`config.mk`:
```
export PLATFORM = sky130hd
export DESIGN_NAME = stream_pack
export DESIGN_NICKNAME = d
export VERILOG_FILES = /design/src/rtl/stream_pack.sv
export SDC_FILE = /design/constraint.sdc
export NUM_CORES = 1
export LEC_CHECK = 0
export CAP_MARGIN = 20
export CORE_MARGIN = 1.5
export CORE_UTILIZATION = 56
export DETAILED_ROUTE_END_ITERATION = 10
export PLACE_DENSITY = 0.88
export SLEW_MARGIN = 40
export SYNTH_ARGS = -nofsm -noshare
export SYNTH_HDL_FRONTEND = slang
export SYNTH_SLANG_ARGS = --single-unit
```
`constraint.sdc`:
```
create_clock -name i_clk -period 4.6 [get_ports i_clk]
set_clock_uncertainty 0.15 [all_clocks]
set_input_delay 0.92 -clock i_clk [delete_from_list [all_inputs] [get_ports i_clk]]
set_output_delay 0.92 -clock i_clk [all_outputs]
set_load 0.005 [all_outputs]
```
`src/rtl/stream_pack.sv`:
```
// stream_pack: byte-to-word deserializer (little-endian) on a data/valid/ready stream.
// Optional partial-word flush is compiled in with `define STREAM_PACK_FLUSH_EN.
//
// Handshake: a transfer happens on the rising edge where valid && ready are both
// high. The sender holds data/valid steady until the transfer. Ready may depend
// on the consumer's ready, but valid never depends on ready.
module stream_pack #(
  parameter int N_BYTES = 4
) (
  input  logic                   i_clk,
  input  logic                   i_rst,
  input  logic [7:0]             i_data,
  input  logic                   i_valid,
  output logic                   o_ready,
  output logic [8*N_BYTES-1:0]   o_data,
  output logic                   o_valid,
  input  logic                   i_ready
`ifdef STREAM_PACK_FLUSH_EN
  ,
  input  logic                   i_flush,
  output logic [$clog2(N_BYTES+1)-1:0] o_nbytes
`endif
);

  localparam int CW = $clog2(N_BYTES);
  localparam int W  = 8 * N_BYTES;
  localparam logic [CW-1:0] LAST = CW'(N_BYTES - 1);

  logic [W-1:0]  r_acc;
  logic [CW-1:0] r_cnt;
  logic [W-1:0]  r_out_data;
  logic          r_out_valid;

  logic [W-1:0]  w_acc_ins;
  logic [W-1:0]  w_acc_n;
  logic [CW-1:0] w_cnt_n;
  logic [W-1:0]  w_out_data_n;
  logic          w_out_valid_n;
  logic          w_last;
  logic          w_up;
  logic          w_complete;
  logic          w_stall_last;

`ifdef STREAM_PACK_FLUSH_EN
  localparam int NBW = $clog2(N_BYTES + 1);
  logic [NBW-1:0] r_nbytes;
  logic [NBW-1:0] w_nbytes_n;
  logic           r_flush_pend;
  logic           w_flush_pend_n;
  logic           w_flush_req;
`endif

  assign w_last       = (r_cnt == LAST);
  // Only the final byte of a word needs the output slot, so only it waits on i_ready.
  assign w_stall_last = w_last && r_out_valid && !i_ready;

`ifdef STREAM_PACK_FLUSH_EN
  assign o_ready  = !(w_stall_last || r_flush_pend);
  assign o_nbytes = r_nbytes;
`else
  assign o_ready  = !w_stall_last;
`endif

  assign w_up       = i_valid && o_ready;
  assign w_complete = w_up && w_last;
  assign o_data     = r_out_data;
  assign o_valid    = r_out_valid;

  always_comb begin
    w_acc_ins = r_acc;
    for (int k = 0; k < N_BYTES; k++) begin
      if (w_up && (r_cnt == CW'(k))) w_acc_ins[8*k +: 8] = i_data;
    end

    w_acc_n       = w_acc_ins;
    w_cnt_n       = r_cnt;
    w_out_data_n  = r_out_data;
    w_out_valid_n = r_out_valid && !i_ready;
`ifdef STREAM_PACK_FLUSH_EN
    w_nbytes_n     = r_nbytes;
    w_flush_pend_n = 1'b0;
    w_flush_req    = 1'b0;
`endif

    if (w_up) w_cnt_n = w_last ? '0 : r_cnt + CW'(1);

    if (w_complete) begin
      w_out_data_n  = w_acc_ins;
      w_out_valid_n = 1'b1;
      w_acc_n       = '0;
`ifdef STREAM_PACK_FLUSH_EN
      w_nbytes_n    = NBW'(N_BYTES);
`endif
    end

`ifdef STREAM_PACK_FLUSH_EN
    // The flush sees the count after any byte accepted on this edge.
    w_flush_req = (i_flush || r_flush_pend) && (w_cnt_n != '0);
    if (w_flush_req) begin
      if (r_out_valid && !i_ready) begin
        w_flush_pend_n = 1'b1;
      end else begin
        w_out_data_n  = w_acc_ins;
        w_out_valid_n = 1'b1;
        w_nbytes_n    = NBW'(w_cnt_n);
        w_acc_n       = '0;
        w_cnt_n       = '0;
      end
    end
`endif
  end

  always_ff @(posedge i_clk or posedge i_rst) begin
    if (i_rst) begin
      r_acc       <= '0;
      r_cnt       <= '0;
      r_out_data  <= '0;
      r_out_valid <= 1'b0;
    end else begin
      r_acc       <= w_acc_n;
      r_cnt       <= w_cnt_n;
      r_out_data  <= w_out_data_n;
      r_out_valid <= w_out_valid_n;
    end
  end

`ifdef STREAM_PACK_FLUSH_EN
  always_ff @(posedge i_clk or posedge i_rst) begin
    if (i_rst) begin
      r_nbytes     <= '0;
      r_flush_pend <= 1'b0;
    end else begin
      r_nbytes     <= w_nbytes_n;
      r_flush_pend <= w_flush_pend_n;
    end
  end
`endif

endmodule

```
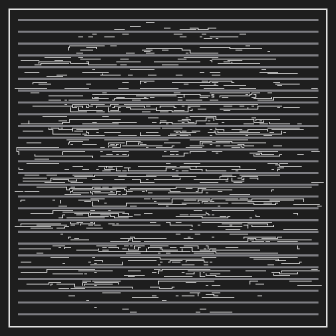
(images/met1.png)
Supply wires on this layer in gray.
The layer holds 45% of the routed length. 250 nets have wire on it.

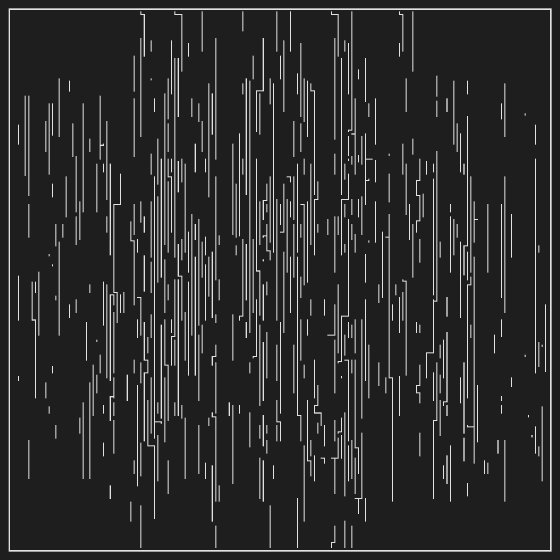
(images/met2.png)
The layer carries 2610 um of wire. 261 nets have wire on it.

## final cells by class
cell class              instances  area [um2]
clock buffers                  13         149
repair buffers                 48         493
inverters                       4        15.0
fillers                       348        1350
flip-flops and latches         59        1480
well taps                      67        83.8
multi-input cells             144        1150
## metal layers
layer  GRT usage [%]  vias up
met5               0        -
met4            9.43        0
met3            6.77        9
met2            35.7       52
met1            28.5      942
li1                -      885
## report_power, final
group	total, mW	switching [mW]	leakage (nW)	internal [mW]
Sequential	0.915	0.131	0.717	0.784
Combinational	1.13	0.485	0.752	0.643
Clock	0.379	0.177	0.0754	0.202
Total	2.42	0.793	1.54	1.63
## cell families after synthesis
family,Yosys count
AOI/OAI and AO/OA,74
DFF,59
muxes,33
and+or+nand+nor,33
buffers and inverters,19
adders and majority gates,4
==> impl_metrics.env <==
# source this file to load flow results
export IMPL_status="finished, final reports clean"
export IMPL_place_gp_congestion=0.762
export IMPL_tightest_slew_ps=700
export IMPL_grt_pass1_vias=1829
export IMPL_fmax_ghz=0.316
export IMPL_clock_latency_ps=330
export IMPL_pin_count=46
export IMPL_r2r_cells=5
export IMPL_p_total_mw=2.42
export IMPL_nNetsFinal=282
export IMPL_critPathMaxStageDelay_ps=520
export IMPL_via_per_inst=5.64
export IMPL_hp_class="flop to flop"
export IMPL_period_used_pct=68.7
export IMPL_regToRegEndpoint="o_data[10]"
export IMPL_lay_top_count="dfrtp_1"
export IMPL_antenna_left=0
export IMPL_dpl_cell_area_um2=3220
export IMPL_critPathTopFamily="buffers and inverters"
export IMPL_crit_path_start="i_ready"
export IMPL_vias=1888
export IMPL_finalNonFillerCells=335
export IMPL_cts_tree="built"
export IMPL_synth_area_um2=2750
export IMPL_cp_max_fo=3
export IMPL_crit_required_ps=3530
export IMPL_crit_type="primary input to output port"
export IMPL_wl_met2_mm=2.61
export IMPL_synth_cells=222
export IMPL_diodes=0
export IMPL_drt_pass1_iterations=4
export IMPL_grt_remaining_overflow=0
export IMPL_hold_viol=0
export IMPL_end_kind="output port"
export IMPL_drc=0
export IMPL_topCombFamilyByArea="AND-OR/OR-AND gates"
export IMPL_reg2reg_slack_ps=2550
export IMPL_ys_async_sr_fraction_pct=100
export IMPL_warning_count=29
export IMPL_min_to="o_data[13]"
export IMPL_finalSetupTns_ps=0
export IMPL_ys_sh_aoi_pct=19.0
export IMPL_relSlewSlack_pct=53.3
Power and IR drop assume default switching activity.
